===== src/rtl/regf_pkg.sv =====
// Shared defaults, index-width helper and word/index types for the register file.
package regf_pkg;
  localparam int XLEN_DEF  = 32;
  localparam int NREGS_DEF = 32;

  function automatic int regf_aw(input int nregs);
    return $clog2(nregs);
  endfunction

  typedef logic [regf_aw(NREGS_DEF)-1:0] reg_idx_t;
  typedef logic [XLEN_DEF-1:0]           word_t;
endpackage


===== src/rtl/regf_sb_if.sv =====
// Decode/writeback bundle of the register file: reads, issue, writeback, pending count.
interface regf_sb_if
  import regf_pkg::*;
#(
  parameter int XLEN  = XLEN_DEF,
  parameter int NREGS = NREGS_DEF,
  parameter int NRD   = 2
);
  localparam int AW = regf_aw(NREGS);

  logic [NRD-1:0]      i_rd_en;
  logic [NRD*AW-1:0]   i_rd_reg;
  logic [NRD*XLEN-1:0] o_rd_val;
  logic [NRD-1:0]      o_rd_busy;
  logic                o_stall;
  logic                i_iss_en;
  logic [AW-1:0]       i_iss_reg;
  logic                i_wb_en;
  logic [AW-1:0]       i_wb_reg;
  logic [XLEN-1:0]     i_wb_val;
  logic [AW:0]         o_pend_cnt;

  modport master (
    output i_rd_en, i_rd_reg, i_iss_en, i_iss_reg, i_wb_en, i_wb_reg, i_wb_val,
    input  o_rd_val, o_rd_busy, o_stall, o_pend_cnt
  );
  modport slave (
    input  i_rd_en, i_rd_reg, i_iss_en, i_iss_reg, i_wb_en, i_wb_reg, i_wb_val,
    output o_rd_val, o_rd_busy, o_stall, o_pend_cnt
  );
endinterface


===== src/rtl/regf_scbd.sv =====
// Busy scoreboard: per-register pending bits, per-port hazard lookup, in-flight count.
module regf_scbd
  import regf_pkg::*;
#(
  parameter int NREGS = NREGS_DEF,
  parameter int NRD   = 2,
  parameter int AW    = regf_aw(NREGS)
) (
  input  logic                    i_clk,
  input  logic                    i_rst_n,
  input  logic [NRD-1:0]          rd_en,
  input  logic [NRD-1:0][AW-1:0]  rd_reg,
  input  logic                    iss_en,
  input  logic [AW-1:0]           iss_reg,
  input  logic                    wb_en,
  input  logic [AW-1:0]           wb_reg,
  output logic [NRD-1:0]          rd_busy,
  output logic                    stall,
  output logic [AW:0]             pend_cnt
);
  logic [NREGS-1:0] busy_q, busy_nxt;
  logic             set_tr, clr_tr;

  // Issue is applied after writeback so the newer producer wins on a collision.
  always_comb begin
    busy_nxt = busy_q;
    if (wb_en)  busy_nxt[wb_reg]  = 1'b0;
    if (iss_en) busy_nxt[iss_reg] = 1'b1;
    busy_nxt[0] = 1'b0;
  end

  // Count follows real bit transitions only, so it can never drift from busy_q.
  assign set_tr = iss_en && (iss_reg != '0) && !busy_q[iss_reg];
  assign clr_tr = wb_en && (wb_reg != '0) && busy_q[wb_reg] &&
                  !(iss_en && (iss_reg == wb_reg));

  always_ff @(posedge i_clk or negedge i_rst_n) begin
    if (!i_rst_n) begin
      busy_q   <= '0;
      pend_cnt <= '0;
    end else begin
      busy_q <= busy_nxt;
      case ({set_tr, clr_tr})
        2'b10:   pend_cnt <= pend_cnt + 1'b1;
        2'b01:   pend_cnt <= pend_cnt - 1'b1;
        default: pend_cnt <= pend_cnt;
      endcase
    end
  end

  for (genvar k = 0; k < NRD; k++) begin : g_port
    assign rd_busy[k] = busy_q[rd_reg[k]] & ~(wb_en & (wb_reg == rd_reg[k]));
  end

  assign stall = |(rd_en & rd_busy);
endmodule


===== src/rtl/regf_sb.sv =====
// Register file with r0 hardwired to zero, write-to-read bypass and integrated scoreboard.
module regf_sb
  import regf_pkg::*;
#(
  parameter int XLEN  = XLEN_DEF,
  parameter int NREGS = NREGS_DEF,
  parameter int NRD   = 2
) (
  input  logic        i_clk,
  input  logic        i_rst_n,
  regf_sb_if.slave    bus
);
  localparam int AW = regf_aw(NREGS);

  logic [XLEN-1:0] mem [NREGS];

  always_ff @(posedge i_clk or negedge i_rst_n) begin
    if (!i_rst_n) begin
      for (int r = 0; r < NREGS; r++) mem[r] <= '0;
    end else if (bus.i_wb_en && (bus.i_wb_reg != '0)) begin
      mem[bus.i_wb_reg] <= bus.i_wb_val;
    end
  end

  for (genvar k = 0; k < NRD; k++) begin : g_rd
    logic [AW-1:0] ra;
    assign ra = bus.i_rd_reg[k*AW +: AW];
    assign bus.o_rd_val[k*XLEN +: XLEN] =
      (ra == '0)                              ? '0 :
      (bus.i_wb_en && (bus.i_wb_reg == ra))   ? bus.i_wb_val :
                                                mem[ra];
  end

  regf_scbd #(.NREGS(NREGS), .NRD(NRD), .AW(AW)) u_scbd (
    .i_clk    (i_clk),
    .i_rst_n  (i_rst_n),
    .rd_en    (bus.i_rd_en),
    .rd_reg   (bus.i_rd_reg),
    .iss_en   (bus.i_iss_en),
    .iss_reg  (bus.i_iss_reg),
    .wb_en    (bus.i_wb_en),
    .wb_reg   (bus.i_wb_reg),
    .rd_busy  (bus.o_rd_busy),
    .stall    (bus.o_stall),
    .pend_cnt (bus.o_pend_cnt)
  );
endmodule

===== src/flat_wrapper.sv =====
// flat-port wrapper written by rule: the top's interface ports become plain ports
module regf_sb_flat import regf_pkg::*;
#(
  parameter int XLEN  = XLEN_DEF,
  parameter int NREGS = NREGS_DEF,
  parameter int NRD   = 2
)
  (i_clk, i_rst_n, bus_i_rd_en, bus_i_rd_reg, bus_i_iss_en, bus_i_iss_reg, bus_i_wb_en, bus_i_wb_reg, bus_i_wb_val, bus_o_rd_val, bus_o_rd_busy, bus_o_stall, bus_o_pend_cnt);
  regf_sb_if #(.XLEN(XLEN), .NREGS(NREGS), .NRD(NRD)) bus_i ();
  input  logic i_clk;
  input  logic i_rst_n;
  input wire logic [$bits(bus_i.i_rd_en)-1:0] bus_i_rd_en;
  input wire logic [$bits(bus_i.i_rd_reg)-1:0] bus_i_rd_reg;
  input wire logic [$bits(bus_i.i_iss_en)-1:0] bus_i_iss_en;
  input wire logic [$bits(bus_i.i_iss_reg)-1:0] bus_i_iss_reg;
  input wire logic [$bits(bus_i.i_wb_en)-1:0] bus_i_wb_en;
  input wire logic [$bits(bus_i.i_wb_reg)-1:0] bus_i_wb_reg;
  input wire logic [$bits(bus_i.i_wb_val)-1:0] bus_i_wb_val;
  output wire logic [$bits(bus_i.o_rd_val)-1:0] bus_o_rd_val;
  output wire logic [$bits(bus_i.o_rd_busy)-1:0] bus_o_rd_busy;
  output wire logic [$bits(bus_i.o_stall)-1:0] bus_o_stall;
  output wire logic [$bits(bus_i.o_pend_cnt)-1:0] bus_o_pend_cnt;
  assign bus_i.i_rd_en = bus_i_rd_en;
  assign bus_i.i_rd_reg = bus_i_rd_reg;
  assign bus_i.i_iss_en = bus_i_iss_en;
  assign bus_i.i_iss_reg = bus_i_iss_reg;
  assign bus_i.i_wb_en = bus_i_wb_en;
  assign bus_i.i_wb_reg = bus_i_wb_reg;
  assign bus_i.i_wb_val = bus_i_wb_val;
  assign bus_o_rd_val = bus_i.o_rd_val;
  assign bus_o_rd_busy = bus_i.o_rd_busy;
  assign bus_o_stall = bus_i.o_stall;
  assign bus_o_pend_cnt = bus_i.o_pend_cnt;
  regf_sb #(.XLEN(XLEN), .NREGS(NREGS), .NRD(NRD)) u_core (.i_clk(i_clk), .i_rst_n(i_rst_n), .bus(bus_i));
endmodule

===== config.mk =====
export PLATFORM = sky130hd
export DESIGN_NAME = regf_sb_flat
export DESIGN_NICKNAME = d
export VERILOG_FILES = /design/src/rtl/regf_pkg.sv /design/src/rtl/regf_sb_if.sv /design/src/rtl/regf_scbd.sv /design/src/rtl/regf_sb.sv /design/src/flat_wrapper.sv
export SDC_FILE = /design/constraint.sdc
export NUM_CORES = 2
export LEC_CHECK = 0
export CAP_MARGIN = 10
export CORE_ASPECT_RATIO = 1.4
export CORE_MARGIN = 1
export CORE_UTILIZATION = 40
export CTS_BUF_LIST = sky130_fd_sc_hd__clkbuf_8
export DETAILED_ROUTE_END_ITERATION = 8
export PLACE_DENSITY_LB_ADDON = 0.1
export RECOVER_POWER = 50
export SYNTH_ARGS = -nofsm -noshare
export SYNTH_HDL_FRONTEND = slang
export SYNTH_SLANG_ARGS = --single-unit

===== constraint.sdc =====
create_clock -name i_clk -period 12.2 [get_ports i_clk]
set_clock_uncertainty 0.1 [all_clocks]
set_input_delay 3.05 -clock i_clk [delete_from_list [all_inputs] [get_ports i_clk]]
set_output_delay 3.05 -clock i_clk [all_outputs]
set_load 0.1 [all_outputs]

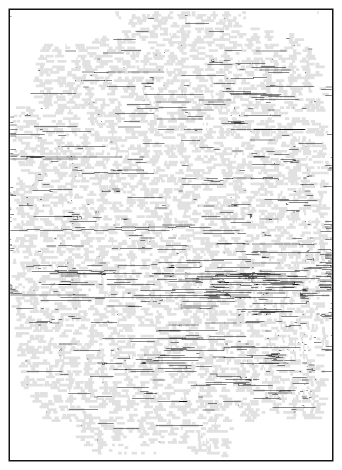
Figure 1: metal 3.
Drawn at 1 px/um. Cells faint in the background.
share of all routed wire: 5.1%
main direction: horizontal
wirelength, routed: 201900 um
met3 track demand over resource: 0.04488
via total after detailed routing: 36980

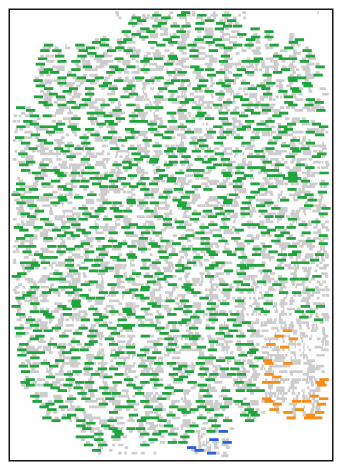
Figure 2: where the registers sit.
Drawn at 1 px/um. Other cells in grey.
[`u_core.mem`] green | placed flops: 1024 | where: spread over the die
[`u_core.u_scbd.busy_q`] orange | placed flops: 31 | where: bottom right
[`u_core.u_scbd.pend_cnt`] blue | placed flops: 6
power consumed by sequential cells: 4700 uW
total area of sequential cells: 0.02655 sq mm

==> out/qor.log <==
[status] status finished, violations left
[status] violated checks max-capacitance violations, max-slew violations
[layout] clk_buf instances 235
[logic_synthesis] xor and xnor fraction of the mapped netlist area 0.003055
[logic_synthesis] sequential element share of the synthesized area 0.4631
[die] chip width 322.0 um
[layout] Top Layout Cells sky130_fd_sc_hd__dfrtp_1 (1061), sky130_fd_sc_hd__mux2_2 (994), sky130_fd_sc_hd__mux4_2 (538)
[job] Max-Cap Viols 6
[global_routing] global route overflow 0
[sta] Worst Setup Slack, final 941.8 ps
[layout] Comb gates 2289
[logic_synthesis] Adder Share, Synth 0.001440
[critical_path] start point of the critical path bus_i_wb_reg[0]
[logic_synthesis] Synth Net Count 3867
[logic_synthesis] Yosys Warn Count 0
[die] fp_density 0.4026
[min_path] Tightest Hold Check Type register to register
[route] post-route met1 wirelength 86010 um
[layout] Area growth, synth to finish 11.68%
[layout] Inverters, non-clock 19
[sta] max-slew violation total from the final report 307
[critical_path] cells on worst reg2reg path 10
[global_routing] number of antenna violations at the first check in global routing 7
[logic_synthesis] Max-area cell share 0.4631
[sta] Final TNS setup 0 ps
[critical_path] required time of the worst setup path 9050 ps
[logic_synthesis] number of enable flip-flop cells 0
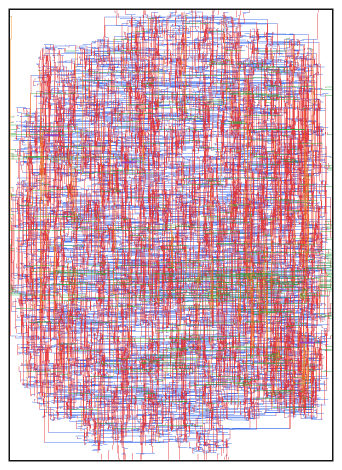
Figure 3: routed metal, one colour a layer.
Drawn at 1 px/um.
[met5] purple | wire length: 50.6 um
[met1] blue | wire length: 86.0 mm
[met3] green | wire length: 10400 um
[met4] orange | wire length: 6770 um
[met2] red | wire length: 98.8 mm
global-route usage over all layers: 0.2837
wire per inst: 34.47 um

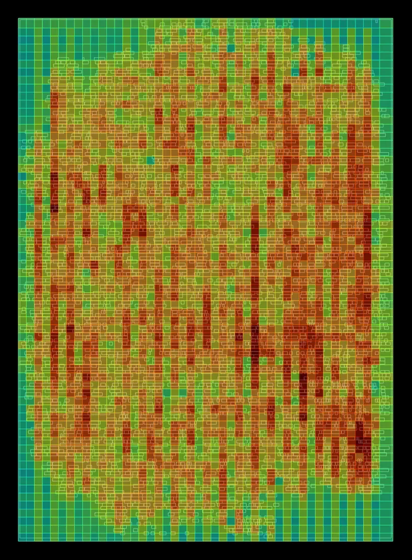
Figure 4: congestion heat map.
global-route met2 utilization: 0.4641
most used routing layer in global routing: met2
GRT met1 Usage: 0.3828
utilization after layout: 0.4496

Power is estimated from default activity; no workload was simulated.
